## src/rtl/sort_pkg.sv

```systemverilog
// sort_pkg: shared state type, parameter defaults and helpers for the sort-engine arbiter
package sort_pkg;
  typedef enum logic [2:0] {IDLE, LOAD, SORT, DRAIN, RELEASE} state_t;
  localparam int DW_DEF = 32;
  localparam int COUNT_DEF = 8;
  function automatic int clog2(input int v);
    int r;
    r = 0;
    while ((1 << r) < v) r++;
    return r;
  endfunction
endpackage

```

## src/rtl/rr_pick.sv

```systemverilog
// rr_pick: combinational round-robin search for the first set request at or after ptr, with wrap
module rr_pick #(
  parameter int N  = 4,
  parameter int IW = 2
) (
  input  logic [N-1:0]  req,
  input  logic [IW-1:0] ptr,
  output logic [N-1:0]  onehot,
  output logic [IW-1:0] idx,
  output logic          valid
);
  always_comb begin : search
    logic found;
    logic [IW-1:0] j;
    onehot = '0;
    idx = '0;
    found = 1'b0;
    j = '0;
    for (int k = 0; k < N; k++) begin
      j = IW'((int'(ptr) + k) % N);
      if (!found && req[j]) begin
        found = 1'b1;
        onehot[j] = 1'b1;
        idx = j;
      end
    end
  end
  assign valid = |req;
endmodule

```

## src/rtl/sort_job_arbiter.sv

```systemverilog
// sort_job_arbiter: round-robin sharing of one sort engine; load, sort with watchdog, drain tagged words
module sort_job_arbiter
  import sort_pkg::*;
#(
  parameter int NREQ         = 4,
  parameter int DW           = DW_DEF,
  parameter int COUNT        = COUNT_DEF,
  parameter int SORT_TIMEOUT = 1024
) (
  input  logic                   clk,
  input  logic                   reset,
  input  logic [NREQ-1:0]        req,
  input  logic [NREQ*DW-1:0]     req_data,
  input  logic [NREQ-1:0]        req_wvalid,
  output logic [NREQ-1:0]        grant,
  output logic                   wready,
  output logic                   s_in_valid,
  output logic [DW-1:0]          s_in_data,
  input  logic                   s_out_valid,
  input  logic [DW-1:0]          s_out_data,
  output logic                   s_clr,
  output logic                   out_valid,
  output logic [DW-1:0]          out_data,
  output logic [clog2(NREQ)-1:0] out_id,
  output logic                   out_last,
  output logic                   err,
  output logic                   busy
);
  localparam int IW = clog2(NREQ);
  localparam int TW = clog2(SORT_TIMEOUT + 1);
  state_t state, state_d;
  logic [NREQ-1:0] pick_oh;
  logic [IW-1:0] pick_idx, owner, rr_ptr;
  logic pick_valid, xfer, sorting, word, last, abort, armed, clr_init;
  logic [7:0] load_cnt, drain_cnt;
  logic [TW-1:0] timer;
  rr_pick #(.N(NREQ), .IW(IW)) u_pick (
    .req(req),
    .ptr(rr_ptr),
    .onehot(pick_oh),
    .idx(pick_idx),
    .valid(pick_valid)
  );
  assign xfer = state == LOAD && req_wvalid[owner];
  assign sorting = state == SORT || state == DRAIN;
  assign word = sorting && s_out_valid;
  assign last = word && drain_cnt == 8'(COUNT - 1);
  // a word landing on the timeout cycle wins, so abort only fires on a silent cycle
  assign abort = sorting && !s_out_valid && timer == TW'(SORT_TIMEOUT);
  assign wready = state == LOAD;
  assign s_in_valid = xfer;
  assign s_in_data = xfer ? req_data[owner*DW +: DW] : '0;
  assign out_valid = word;
  assign out_data = word ? s_out_data : '0;
  assign out_id = word ? owner : '0;
  assign out_last = last;
  assign err = abort;
  assign s_clr = abort || clr_init;
  assign busy = state != IDLE;
  always_comb begin
    state_d = state;
    case (state)
      IDLE:    state_d = pick_valid ? LOAD : IDLE;
      LOAD:    state_d = xfer && load_cnt == 8'(COUNT - 1) ? SORT : LOAD;
      SORT:    state_d = last || abort ? RELEASE : word ? DRAIN : SORT;
      DRAIN:   state_d = last || abort ? RELEASE : DRAIN;
      default: state_d = IDLE;
    endcase
  end
  always_ff @(posedge clk or negedge reset) begin
    if (!reset) state <= IDLE;
    else state <= state_d;
  end
  always_ff @(posedge clk or negedge reset) begin
    if (!reset) begin
      grant <= '0;
      owner <= '0;
      rr_ptr <= '0;
      load_cnt <= '0;
      drain_cnt <= '0;
      timer <= '0;
      armed <= 1'b0;
      clr_init <= 1'b0;
    end else begin
      armed <= 1'b1;
      clr_init <= !armed;
      if (state == IDLE && pick_valid) begin
        grant <= pick_oh;
        owner <= pick_idx;
      end
      if (state == RELEASE) begin
        grant <= '0;
        rr_ptr <= owner == IW'(NREQ - 1) ? '0 : owner + 1'b1;
      end
      load_cnt <= state == RELEASE ? '0 : load_cnt + {7'd0, xfer};
      drain_cnt <= state == RELEASE ? '0 : drain_cnt + {7'd0, word};
      timer <= !sorting || word ? '0 : timer + {{(TW-1){1'b0}}, timer != TW'(SORT_TIMEOUT)};
    end
  end
endmodule

```

## config.mk

```make
export PLATFORM = sky130hd
export DESIGN_NAME = sort_job_arbiter
export DESIGN_NICKNAME = d
export VERILOG_FILES = /design/src/rtl/sort_pkg.sv /design/src/rtl/rr_pick.sv /design/src/rtl/sort_job_arbiter.sv
export SDC_FILE = /design/constraint.sdc
export NUM_CORES = 1
export LEC_CHECK = 0
export ABC_AREA = 1
export ABC_CLOCK_PERIOD_IN_PS = 2300
export CAP_MARGIN = 20
export CORE_ASPECT_RATIO = 1.4
export CORE_MARGIN = 5
export CORE_UTILIZATION = 37
export DETAILED_ROUTE_END_ITERATION = 8
export PLACE_DENSITY_LB_ADDON = 0.3
export SYNTH_ARGS = -nofsm -noshare
export SYNTH_HDL_FRONTEND = slang
export SYNTH_SLANG_ARGS = --single-unit
```

## constraint.sdc

```tcl
create_clock -name clk -period 2.3 [get_ports clk]
set_clock_uncertainty 0.2 [all_clocks]
set_input_delay 0.69 -clock clk [delete_from_list [all_inputs] [get_ports clk]]
set_output_delay 0.69 -clock clk [all_outputs]
set_load 0.01 [all_outputs]
```

Fig. 1: run 1, sequential cells grouped by signal name
Other sequential cells in the stronger grey, the rest of the logic in the fainter grey.
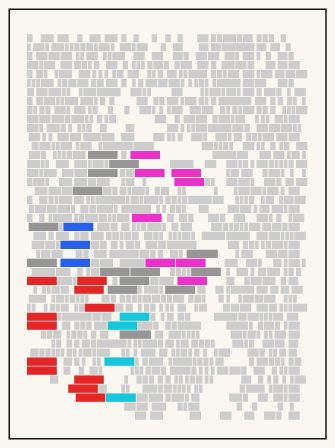
Key: red = timer [flops 11, where south-west]; magenta = load_cnt [flops 8, where centre]; blue = state [flops 3]; cyan = grant [flops 4]
Another 14 sequential cells are not coloured.
Finished Core Util: 75.4%
register area: 1000 sq um
sequential logic power: 0.00107 W
Seq/total area: 13.4%

Fig. 2: run 1, selected gate families
Scale bar: 20 um.
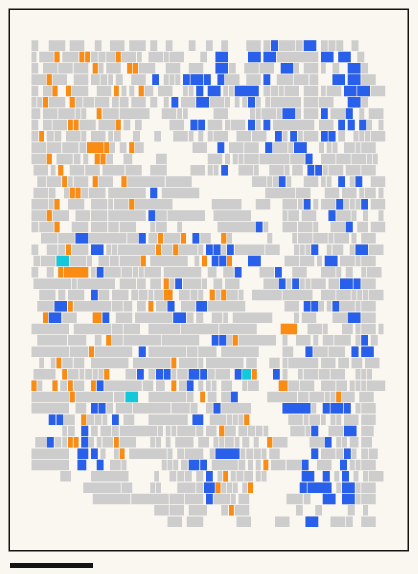
Key: cyan = AND and OR gates [cells 3, most used or2_4]; blue = inverting AOI/OAI gates [cells 148, most used o21ai_0, where spread over the die]; orange = inverters [cells 85, most used inv_1]
most instantiated logic cell after routing: nor2_1
Finished Layout Cells: 1089
multi-input combinational area share: 35.8%

==> flow_metrics.tcl, run 1 <==
# collected from the flow reports
set metrics [dict create \
    root_buffer "clkbuf_16" \
    routed.top_layer "met4" \
    n_antenna_cell 0 \
    setup_slack_ns -0.457 \
    avgSynthCellArea_sq_um 5.98 \
    hpwl_mm 14.5 \
    yosys_most_used_dff "dfrtp_1" \
    cts_tree "yes" \
    postSynthSeqShare_pct 26.5 \
    numCtsBuffers 5 \
    comb_area_sq_um 2690 \
    largestClassByArea "non-clock buffers" \
    reg2reg_depth 12 \
    grtUsageTotal_pct 30.6 \
    initial_core_util_pct 38.0 \
    hold_path.class "in -> async" \
    violations "setup timing" \
    p_leak_nw 3.62 \
    globalRouteMet2Util_pct 53.1 \
    grt_overflow 0 \
    placementRows 43 \
    cp-end-kind "primary output" \
    worst_ir_drop_vdd_v 0.000685 \
    grt_first_pass_wirelength_mm 29.2 \
    status "finished, violations left" \
    buffers 342 \
    critPathMaxStageDelay_ns 0.40 \
    vias 5681 \
    drive_gt1_share_pct 30.0 \
    reg2reg_from "state[1]" \
    drcViolationCount 0 \
    endpoint "s_in_data[18]" \
    cp.depth 9 \
    synthesis.nets 819 \
    area_growth_syn_to_layout_pct 98.5 \
    port_buffers 247 \
    fin_tns_setup_ns -23.33 \
    yosys_warnings 0 \
    crit_fanout 5 \
    r2r_slack_ns -0.07 \
    clkCellAreaFrac_pct 1.98 \
    die-area_sq_um 12400 \
    finalSetupViolCount 74 \
    pin_count 248 \
    core_sq_um 9950 \
    postCtsSetupBuffers 28 \
    fillers 722 \
]
Fig. 3: run 1, clock wiring as the flow saved it
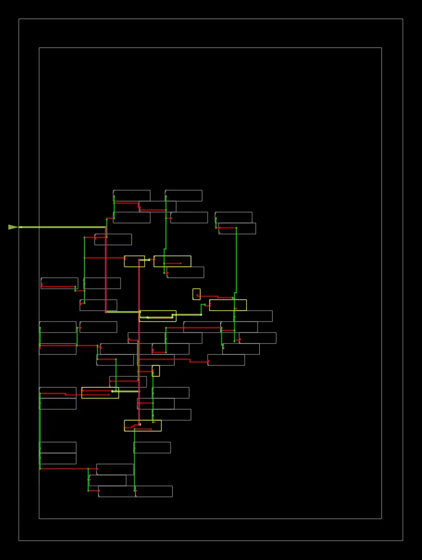
clock group power: 0.000698 W
FFs & Latches: 40
clock latency on the worst-skew pair: 0.28 ns
clock buf count: 6
clock sinks: 40

Fig. 4: run 1, wiring by layer
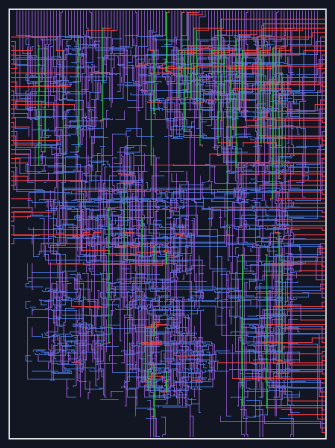
Key: green = met4 [wire length 1240 um]; purple = met2 [wire length 9950 um]; blue = met1 [wire length 6590 um]; red = met3 [wire length 2080 um]

## run 1: registers in the layout, indices dropped and copies added (netlist names)
signal and flops:
timer 11, armed 1, state 3, clr_init 1
drain_cnt 8, load_cnt 8, rr_ptr 2, grant 4
owner 2
## run 1: cells in the final DEF (no fill, tap or decap), drive strengths merged
| master | instances |
|---|---|
| a211oi | 1 |
| a21boi | 5 |
| a21oi | 54 |
| a31oi | 1 |
| a41oi | 1 |
| buf | 171 |
| clkbuf | 6 |
| clkdlybuf4s15 | 1 |
| clkdlybuf4s50 | 167 |
| clkinv | 4 |
| conb | 1 |
| dfrtp | 40 |
| dlygate4sd2 | 2 |
| dlymetal6s2s | 1 |
| ha | 16 |
| inv | 83 |
| nand2 | 65 |
| nand3 | 32 |
| nand4 | 4 |
| nor2 | 197 |
| nor3 | 8 |
| nor3b | 1 |
| nor4 | 3 |
| o21a | 1 |
| o21ai | 85 |
| o31ai | 1 |
| or2 | 3 |
## run 1: synth_stat cells, types with 2 or more instances
library cell	count	area, sq um
o21ai_1	7	35.0
nand3_1	30	150
nand4_1	4	25.0
nand2_2	3	18.8
buf_6	4	45.0
inv_1	77	289
nand2_1	60	225
nand2_4	2	22.5
or2_2	3	18.8
dfrtp_1	40	1000
buf_2	6	30.0
nor4_1	3	18.8
ha_1	16	200
clkbuf_1	17	63.8
a21boi_0	4	30.0
o21ai_0	78	390
buf_4	2	15.0
nor3_1	8	40.0
a21oi_1	51	255
inv_2	6	22.5
a21oi_2	3	26.3
nor2_1	195	732
## run 1: power by group
part,switching (W),internal (W)
logic,0.00262,0.00228
registers,0.000190,0.000884
clock network,0.000270,0.000427
total,0.00308,0.00359
==> run 2, diff against run 1 <==
--- a/config.mk
+++ b/config.mk
@@ -12,4 +12,5 @@
 export CORE_MARGIN = 5
 export CORE_UTILIZATION = 37
+export CTS_CLUSTER_SIZE = 28
 export DETAILED_ROUTE_END_ITERATION = 8
 export PLACE_DENSITY_LB_ADDON = 0.3
==> constraint.sdc (replaced) <==
create_clock -name clk -period 2.3 [get_ports clk]
set_clock_uncertainty 0.2 [all_clocks]
set_input_delay 0.69 -clock clk [delete_from_list [all_inputs] [get_ports clk]]
set_output_delay 0.69 -clock clk [all_outputs]
set_load 0.02 [all_outputs]
Fig. 5: run 2, pin placement
Pins as bars across the die edge, other pins in grey.
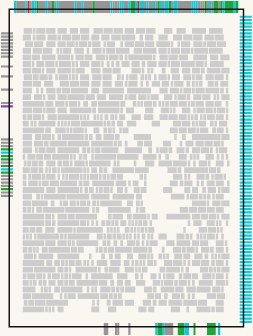
Key: cyan = req_data [pins 128, direction input, edge 93 east, 28 north, 5 south, 2 west]; red = out_id [pins 2, direction output, edge north]; purple = reset [pins 1, direction input, edge west]; green = s_in_data [pins 32, direction output, edge 16 north, 10 south, 6 west]
All pins by edge: 100 north, 93 east, 31 west, 24 south.

Fig. 6: run 2, wiring by layer
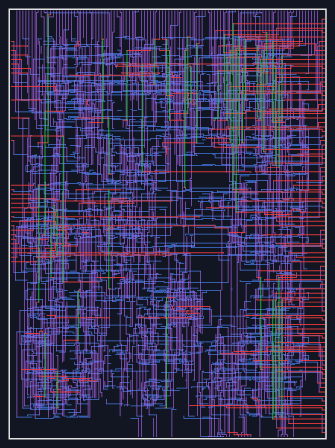
Key: green = met4 [wire length 1170 um]; purple = met2 [wire length 11400 um]; red = met3 [wire length 2390 um]; blue = met1 [wire length 7150 um]
Total GRT Usage: 33.4%
Via Count: 5717
WL per Instance: 20.5 um

==> run 2 against run 1 <==
Against the previous run: the run still ends with setup timing left; highest routed layer unchanged; die size stayed put; synthesized cell count unchanged; global-route usage grew 2.8 points; count of clock-buffer cells in the layout stayed put; sequential share of layout area fell by 1.2 points; largest cell class unchanged.
==> flow_metrics.tcl, run 2 <==
# collected from the flow reports
set metrics [dict create \
    setup_slack_ns -0.534 \
    p_leak_nw 3.65 \
    numCtsBuffers 5 \
    initial_core_util_pct 38.0 \
    finalNonFillerCells 1078 \
    worst_ir_drop_vdd_v 0.000922 \
    cts.sinks 40 \
    grt_overflow 0 \
    hold_path.class "in -> async" \
    synthTopCellsByCount "nor2_1 (195), o21ai_0 (78), inv_1 (77)" \
    top_cells_by_area "dfrtp_1 (26%), nor2_1 (19%), o21ai_0 (10%)" \
    n_antenna_cell 0 \
    cp-end-kind "primary output" \
    largest_register_ffs 11 \
    pin_count 248 \
    fillers 579 \
    port_buffers 247 \
    top_regs "timer: 11 flops, drain_cnt: 8 flops, load_cnt: 8 flops" \
    yosys_warnings 0 \
    cp.depth 10 \
    synth.most_common_cell "nor2_1" \
    status "finished, violations left" \
    yosys_most_used_dff "dfrtp_1" \
    reg2reg_depth 13 \
    clock_latency_ns 0.28 \
    top_register "timer" \
    core_sq_um 9950 \
    final_cell_mix "clkdlybuf4s50_1 (168), nor2_1 (151), buf_6 (75)" \
    crit_fanout 8 \
    yosysTopAreaCell "dfrtp_1" \
    hpwl_mm 15.6 \
    drcViolationCount 0 \
    cts_tree "yes" \
    root_buffer "clkbuf_16" \
    violations "setup timing" \
    placementRows 43 \
    avgSynthCellArea_sq_um 5.98 \
    finalSetupViolCount 72 \
    die-area_sq_um 12400 \
    synthesis.nets 819 \
]
==> run 2: cell counts after synthesis <==
Identical to the previous run, type by type.
==> run 2: routing by layer <==
layer  track usage, %  up-vias
met4             16.2        0
met5                0        -
met3             13.4       90
li1                 -     2642
met1             34.1     2677
met2             58.4      308
==> run 2: worst paths after layout <==
kind	from	slack [ns]	endpoint
worst max-delay path	owner[0]	-0.53	s_in_data[24]
worst min-delay path	reset	0.18	armed
worst max register to register	owner[0]	-0.04	load_cnt[6]
worst min register to register	armed	0.20	clr_init
max in group asynchronous	reset	1.21	owner[1]
min in group clk	armed	0.20	clr_init
==> run 2: what timing repair did <==
| item | 4_1_cts | 5_1_grt |
|---|---|---|
| gates cloned | 5 | 0 |
| buffers inserted | 9 | 6 |
| setup endpoints to repair | 82 | 79 |
| gates resized | 474 | 53 |
| pin swaps | 11 | 10 |
==> run 2: power by group <==
group | switching, W | internal (W) | total (W)
clock network | 0.000279 | 0.000510 | 0.000789
registers | 0.000131 | 0.000883 | 0.00101
logic | 0.00331 | 0.00260 | 0.00591
total | 0.00372 | 0.00399 | 0.00771
==> run 2: cells by family (layout without fill, tap and decap cells) <==
logic type      after synthesis  in the layout
simple gates                313            313
compound gates              149            149
buf+inv                     113            424
flops                        40             40
fa+ha+maj                    16             16
other cells                   1              1
==> run 2: cell type report <==
| class | count | area [sq um] | area share (%) |
|---|---|---|---|
| Multi-Input combinational cell | 479 | 3130 | 38.0 |
| Tap cell | 135 | 169 | 2.05 |
| Clock buffer | 6 | 129 | 1.57 |
| Inverter | 84 | 323 | 3.92 |
| Timing Repair Buffer | 332 | 3440 | 41.8 |
| Clock inverter | 2 | 35.0 | 0.426 |
| Sequential cell | 40 | 1000 | 12.2 |
Power is estimated from default activity; no workload was simulated.
